Fig. 1: M1 wires
(1 px per um) Supply wires on this layer in gray.
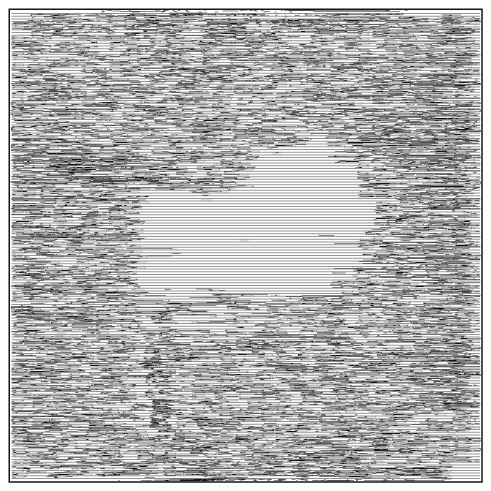
Fig. 2: port wiring
(1 px per um)
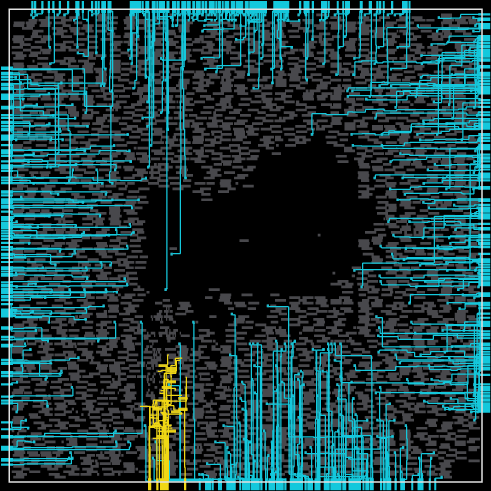
Fig. 3: cell density map
The die is cut into 24 by 24 equal tiles; dark blue is low, red is high, 0 to 100% covered.
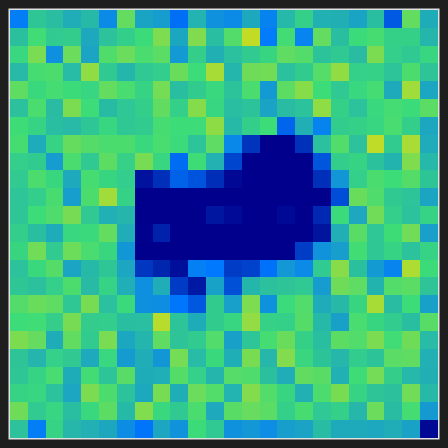
`src/rtl/rom_record_feeder.sv`:
```
// rom_record_feeder
//   Walks the ROM record inserter's shared address space and turns each returned
//   {ip_addr, url} pair into one record on a valid/ready stream. A ROM_LAT-deep
//   tag pipeline follows every issued address until its data returns. A small
//   FIFO absorbs downstream backpressure. Addresses are issued only while the
//   FIFO is guaranteed room for everything already in flight.
//
//   Optional feature: define FEEDER_LOOP_EN to add the 'loop' input. While it is
//   high at the end of a pass, the address wraps to 0 and the next pass follows
//   with no gap. done pulses only after the final pass.
//
// Ports
//   clk, rst_n     clock, asynchronous active-low reset
//   start          begin a pass (honoured only in IDLE)
//   loop           (FEEDER_LOOP_EN only) continue with another pass
//   busy           high in RUN and DRAIN
//   done           one-cycle pulse on the handshake of the final record
//   rom_address    address to the inserter
//   rom_ip_addr    ip_addr data returned by the inserter
//   rom_url        url data returned by the inserter
//   out_valid      record available (FIFO not empty)
//   out_ready      downstream accepts
//   out_ip_addr    record ip address
//   out_url        record url
//   out_index      ROM address the record came from
//   out_last       record came from address NUM_RECORDS-1
//   fsm_state      current FSM state, for debug
//
// Handshake: a record transfers on any cycle where out_valid & out_ready. Once
// out_valid is high it stays high, and the payload stays unchanged, until that
// transfer happens.
module rom_record_feeder #(
  parameter int ADDR_W      = 12,
  parameter int NUM_RECORDS = 4096,
  parameter int ROM_LAT     = 1,
  parameter int FIFO_DEPTH  = 4
) (
  input  logic              clk,
  input  logic              rst_n,
  input  logic              start,
`ifdef FEEDER_LOOP_EN
  input  logic              loop,
`endif
  output logic              busy,
  output logic              done,
  output logic [ADDR_W-1:0] rom_address,
  input  logic [31:0]       rom_ip_addr,
  input  logic [511:0]      rom_url,
  output logic              out_valid,
  input  logic              out_ready,
  output logic [31:0]       out_ip_addr,
  output logic [511:0]      out_url,
  output logic [ADDR_W-1:0] out_index,
  output logic              out_last,
  output logic [1:0]        fsm_state
);

  localparam int CNT_W = $clog2(FIFO_DEPTH + 1);
  localparam int PTR_W = (FIFO_DEPTH > 1) ? $clog2(FIFO_DEPTH) : 1;
  localparam logic [ADDR_W-1:0] LAST_ADDR = ADDR_W'(NUM_RECORDS - 1);
  localparam logic [CNT_W:0]    DEPTH_SUM = (CNT_W + 1)'(FIFO_DEPTH);
  localparam logic [CNT_W-1:0]  DEPTH_CNT = CNT_W'(FIFO_DEPTH);
  localparam logic [PTR_W-1:0]  PTR_MAX   = PTR_W'(FIFO_DEPTH - 1);

  typedef enum logic [1:0] {
    IDLE  = 2'd0,
    RUN   = 2'd1,
    DRAIN = 2'd2
  } state_t;

  state_t state, next_state;

  logic              loop_en;
  logic [ADDR_W-1:0] addr_q;
  logic              issue;
  logic              issue_last;
  logic              credit_ok;

  // tag pipeline: one stage per cycle of ROM latency
  logic [ROM_LAT-1:0] tag_valid;
  logic [ROM_LAT-1:0] tag_last;
  logic [ADDR_W-1:0]  tag_index [ROM_LAT];
  logic               push;

  logic [CNT_W-1:0] inflight;
  logic [CNT_W-1:0] fifo_count;
  logic [PTR_W-1:0] wr_ptr, rd_ptr;
  logic             empty, full, pop;

  logic [31:0]       mem_ip    [FIFO_DEPTH];
  logic [511:0]      mem_url   [FIFO_DEPTH];
  logic [ADDR_W-1:0] mem_index [FIFO_DEPTH];
  logic              mem_last  [FIFO_DEPTH];

`ifdef FEEDER_LOOP_EN
  assign loop_en = loop;
`else
  assign loop_en = 1'b0;
`endif

  assign issue_last = (addr_q == LAST_ADDR);
  // An exiting tag still counts as in flight in the cycle it is pushed, so
  // this sum never lets the FIFO be over-committed.
  assign credit_ok  = ({1'b0, fifo_count} + {1'b0, inflight}) < DEPTH_SUM;

  assign empty = (fifo_count == '0);
  assign full  = (fifo_count == DEPTH_CNT);
  assign pop   = !empty && out_ready;
  assign push  = tag_valid[ROM_LAT-1];

  // next-state / issue / done
  always_comb begin
    next_state = state;
    issue      = 1'b0;
    done       = 1'b0;
    case (state)
      IDLE: begin
        if (start) begin
          issue = 1'b1;
          next_state = (issue_last && !loop_en) ? DRAIN : RUN;
        end
      end
      RUN: begin
        if (credit_ok) begin
          issue = 1'b1;
          if (issue_last && !loop_en) next_state = DRAIN;
        end
      end
      DRAIN: begin
        // The final record is the only thing left once it reaches the head.
        if (pop && fifo_count == CNT_W'(1) && inflight == '0) begin
          done = 1'b1;
          next_state = IDLE;
        end
      end
      default: next_state = IDLE;
    endcase
  end

  // state register and address counter
  always_ff @(posedge clk or negedge rst_n) begin
    if (!rst_n) begin
      state  <= IDLE;
      addr_q <= '0;
    end else begin
      state <= next_state;
      // After the last address the counter returns to 0. This lets the next
      // start (or a looped pass) issue address 0 straight away.
      if (issue) addr_q <= issue_last ? '0 : addr_q + ADDR_W'(1);
    end
  end

  // tag pipeline
  always_ff @(posedge clk or negedge rst_n) begin
    if (!rst_n) begin
      tag_valid <= '0;
      tag_last  <= '0;
      for (int i = 0; i < ROM_LAT; i++) tag_index[i] <= '0;
    end else begin
      tag_valid[0] <= issue;
      tag_last[0]  <= issue_last;
      tag_index[0] <= addr_q;
      for (int i = 1; i < ROM_LAT; i++) begin
        tag_valid[i] <= tag_valid[i-1];
        tag_last[i]  <= tag_last[i-1];
        tag_index[i] <= tag_index[i-1];
      end
    end
  end

  // occupancy counters and FIFO pointers
  always_ff @(posedge clk or negedge rst_n) begin
    if (!rst_n) begin
      inflight   <= '0;
      fifo_count <= '0;
      wr_ptr     <= '0;
      rd_ptr     <= '0;
    end else begin
      inflight   <= inflight + CNT_W'(issue) - CNT_W'(push);
      fifo_count <= fifo_count + CNT_W'(push) - CNT_W'(pop);
      if (push) wr_ptr <= (wr_ptr == PTR_MAX) ? '0 : wr_ptr + PTR_W'(1);
      if (pop)  rd_ptr <= (rd_ptr == PTR_MAX) ? '0 : rd_ptr + PTR_W'(1);
    end
  end

  // FIFO storage; entries are only read while the FIFO is non-empty
  always_ff @(posedge clk) begin
    if (push) begin
      mem_ip[wr_ptr]    <= rom_ip_addr;
      mem_url[wr_ptr]   <= rom_url;
      mem_index[wr_ptr] <= tag_index[ROM_LAT-1];
      mem_last[wr_ptr]  <= tag_last[ROM_LAT-1];
    end
  end

  // Payload is forced to zero while empty. Reset therefore leaves the
  // outputs at zero without resetting the storage array.
  assign out_valid   = !empty;
  assign out_ip_addr = empty ? '0 : mem_ip[rd_ptr];
  assign out_url     = empty ? '0 : mem_url[rd_ptr];
  assign out_index   = empty ? '0 : mem_index[rd_ptr];
  assign out_last    = empty ? 1'b0 : mem_last[rd_ptr];

  assign rom_address = addr_q;
  assign busy        = (state != IDLE);
  assign fsm_state   = state;

  // credit rule: data must never return into a full FIFO
  assert property (@(posedge clk) disable iff (!rst_n) !(push && full));

endmodule
```
`config.mk`:
```
export PLATFORM = sky130hd
export DESIGN_NAME = rom_record_feeder
export DESIGN_NICKNAME = d
export VERILOG_FILES = /design/src/rtl/rom_record_feeder.sv
export SDC_FILE = /design/constraint.sdc
export NUM_CORES = 2
export LEC_CHECK = 0
export CELL_PAD_IN_SITES_DETAIL_PLACEMENT = 1
export CELL_PAD_IN_SITES_GLOBAL_PLACEMENT = 1
export CORE_UTILIZATION = 39
export CTS_CLUSTER_DIAMETER = 80
export CTS_CLUSTER_SIZE = 28
export DETAILED_ROUTE_END_ITERATION = 6
export DONT_BUFFER_PORTS = 1
export GPL_TIMING_DRIVEN = 1
export PLACE_DENSITY_LB_ADDON = 0.1
export SYNTH_ARGS = -nofsm -noshare
export SYNTH_HDL_FRONTEND = slang
export SYNTH_SLANG_ARGS = --single-unit
export TNS_END_PERCENT = 100
```
`constraint.sdc`:
```
create_clock -name clk -period 15.6 [get_ports clk]
set_input_delay 3.12 -clock clk [delete_from_list [all_inputs] [get_ports clk]]
set_output_delay 3.12 -clock clk [all_outputs]
set_load 0.05 [all_outputs]
```
==> flow_summary.ini <==
; flow metrics
[yosys]
ys_warn_count = 0
syn_area_um2 = 85900
ys_cells = 3683
yosys_area_um2 = 85900
avgSynthCellArea_um2 = 23.3
synth_nets = 4245
synth_cells = 3683
ys_seq_share_pct = 79.0
yosysUniqueCellTypes = 39
synth_flops = 2266

[hold_path]
hold_path_class = reg2reg

[floorplanning]
die_area_um2 = 222000
die_y_um = 471
die_width_um = 471
rows = 171

[cells_and_area]
layout_top_cell = edfxtp_1
regMostFlops = mem_url
final_layout_size_suffix_gt1_share_pct = 22.3
most-common-layout-cells = edfxtp_1, mux4_2, and2_1
fin_nets = 4243
reg_top3 = mem_url: 2048 flops, mem_ip: 128 flops, mem_index: 48 flops
syn_to_final_growth_pct = 8.54
largest_register_ffs = 2048
final_cells = 6642

[setup_path]
critPathMaxFanout = 39
arrival_ns = 5.02
rrSetupSlack_ns = 11.15
cp_data_required_time_ns = 12.48
r2r-end = mem_url[0][179]
startpoint_type = flip-flop
cp-end-kind = primary output
ff2ff_path_depth = 6
crit_path_end = out_url[372]
critPathLaunch = rd_ptr[0]
r2r_start = wr_ptr[0]
crit_type = reg2out

[sta]
max_freq_ghz = 0.123
timing.final.crit_period_ns = 8.14
finalHoldViolCount = 0
finalCritPeriodShare_pct = 52.2
setup_viol = 0
hold_ws_ns = 0.488
rsz0062_at_grt = no
finClkSkew_ns = 0.0500
relSlewSlack_pct = 29.5
worst_pin_slew_ns = 1.06
final_max_slew_viol_count = 0
finalSetupTns_ns = 0

[clock_network]
clk_latency_ns = 0.80
post_cts_buffers = 0
htree_levels = 4
clock_path_buffers = 3
clkSinkCount = 2266
ctsResizeCount = 0
root_buffer = clkbuf_16
cts_inserted_buffers = 130
cts_tree = done
cts_hold_repair.buffers = 0

[global_route]
grt_max_degree = 207
antenna_found_initial = 9
grt_overflow = 0
grt_pass1_vias = 38700
grt_pass1_wl_mm = 311
grt_usage_pct = 19.8

[placement]
dpl.hpwl_mm = 145
gp_congestion = 0.788
dp.cells = 6403

[job]
warnings = 60
drv_cap = 0

[status]
outcome = complete, no violations

[route]
postRouteAntennaNets = 0
drcViolationCount = 0
drt_pass1_iterations = 5
drt_iter0_markers = 2394
vias_per_cell = 5.40
wire_per_inst_um = 33.4
About Fig. 1:
The layer carries 80.6 mm of wire. The longest straight run is 105 um. The layer holds 36% of the routed length.
routed via count: 35900
met1 Usage GRT: 22.1%
detailed-route wire length: 222 mm

About Fig. 2:
Key: yellow = `rom_address` [direction output, edge south, end cells 12, buffers 0, wire 1590 um]; cyan = `out_url` [direction output, edge 154 east, 136 north, 117 west, 105 south, end cells 512, buffers 0, wire 30.8 mm]
Buffers on Ports: 0
top-level I/O count: 1122

About Fig. 3:
The fullest tile reaches 67%. 8.5% of the tiles are nearly empty. The emptiest ninth of the die: center.
core area: 218000 um2
floorplan utilization: 39.4%
fin util: 42.8%

==> final cells by class <==
type	count	area, um2
antenna	7	17.5
clock buffer	143	3370
clock inverter	89	1020
fill	19600	125000
inverter	14	52.6
multi-input combinational	1211	16800
sequential	2266	67900
tap	2854	3570
timing repair buffer	58	573
==> cells by family (layout without fill, tap and decap cells) <==
logic type	after synthesis	after routing	share of synthesized area, %
other	0	7	0
muxes	558	558	14.6
AOI/OAI and AO/OA	20	20	0.163
xor gates and xnor gates	9	9	0.0918
adders and majority gates	14	14	0.221
DFF	2266	2266	79.0
buffers and inverters	206	304	1.50
and+or+nand+nor	610	610	4.40
==> how the worst min path moves through the flow <==
stage,cells after the start,endpoint,slack [ns],startpoint
after floorplan,0,mem_index[0][0],0.45,tag_index[0]
after global placement,0,mem_index[3][8],0.47,tag_index[8]
after detailed placement,0,mem_index[2][4],0.48,tag_index[4]
after CTS,0,mem_index[0][4],0.50,tag_index[4]
after global routing,0,mem_index[0][6],0.52,tag_index[6]
final,0,mem_index[2][5],0.49,tag_index[5]
==> per-stage QoR <==
step / instance area (um2) / setup WS (ns)
after floorplan: 85900 / 1.44
after global placement: 88800 / 7.98
after detailed placement: 88800 / 7.97
after CTS: 93200 / 7.07
after global routing: 93200 / 6.90
final: 93200 / 7.46
==> critical path, stage by stage (launching register included) <==
cell and delay, ns:
dfrtp_4 0.93, buf_4 0.72, buf_4 0.79, buf_4 0.72
mux4_2 0.58, and2_1 0.37
==> cell usage after synthesis <==
cell type | number | share of area (%)
a211o_1 | 3 | 0.031
a211oi_1 | 2 | 0.017
a21o_1 | 3 | 0.026
a21oi_1 | 1 | 0.0058
a22o_1 | 1 | 0.010
a2bb2oi_1 | 1 | 0.010
a31oi_1 | 1 | 0.0073
and2_1 | 561 | 4.1
and3_1 | 1 | 0.0073
and4_1 | 3 | 0.031
buf_2 | 63 | 0.37
buf_6 | 58 | 0.76
clkbuf_1 | 71 | 0.31
dfrtp_1 | 38 | 1.1
edfxtp_1 | 2228 | 78
fa_1 | 2 | 0.047
ha_1 | 12 | 0.17
inv_1 | 14 | 0.061
mux2_2 | 1 | 0.013
mux4_2 | 557 | 15
nand2_1 | 12 | 0.052
nand3_1 | 5 | 0.029
nand3_2 | 1 | 0.012
nand3b_1 | 1 | 0.0087
nand4_1 | 3 | 0.022
nand4b_1 | 1 | 0.010
nor2_1 | 5 | 0.022
nor2b_1 | 1 | 0.0073
nor3_1 | 6 | 0.035
nor3b_1 | 2 | 0.017
nor4_1 | 3 | 0.022
nor4b_1 | 2 | 0.020
o21ai_0 | 6 | 0.035
o22a_1 | 1 | 0.010
o2bb2ai_1 | 1 | 0.010
or2_2 | 2 | 0.015
or3_1 | 1 | 0.0073
xnor2_1 | 3 | 0.031
xor2_1 | 6 | 0.061
==> routing by layer <==
layer,global-route usage (%),share of wire [%],wire length [um]
met2,32.6,49,108000
met4,5.78,2.9,6350
met5,0,0.0086,19
met1,22.1,36,80600
met3,10.6,12,26700
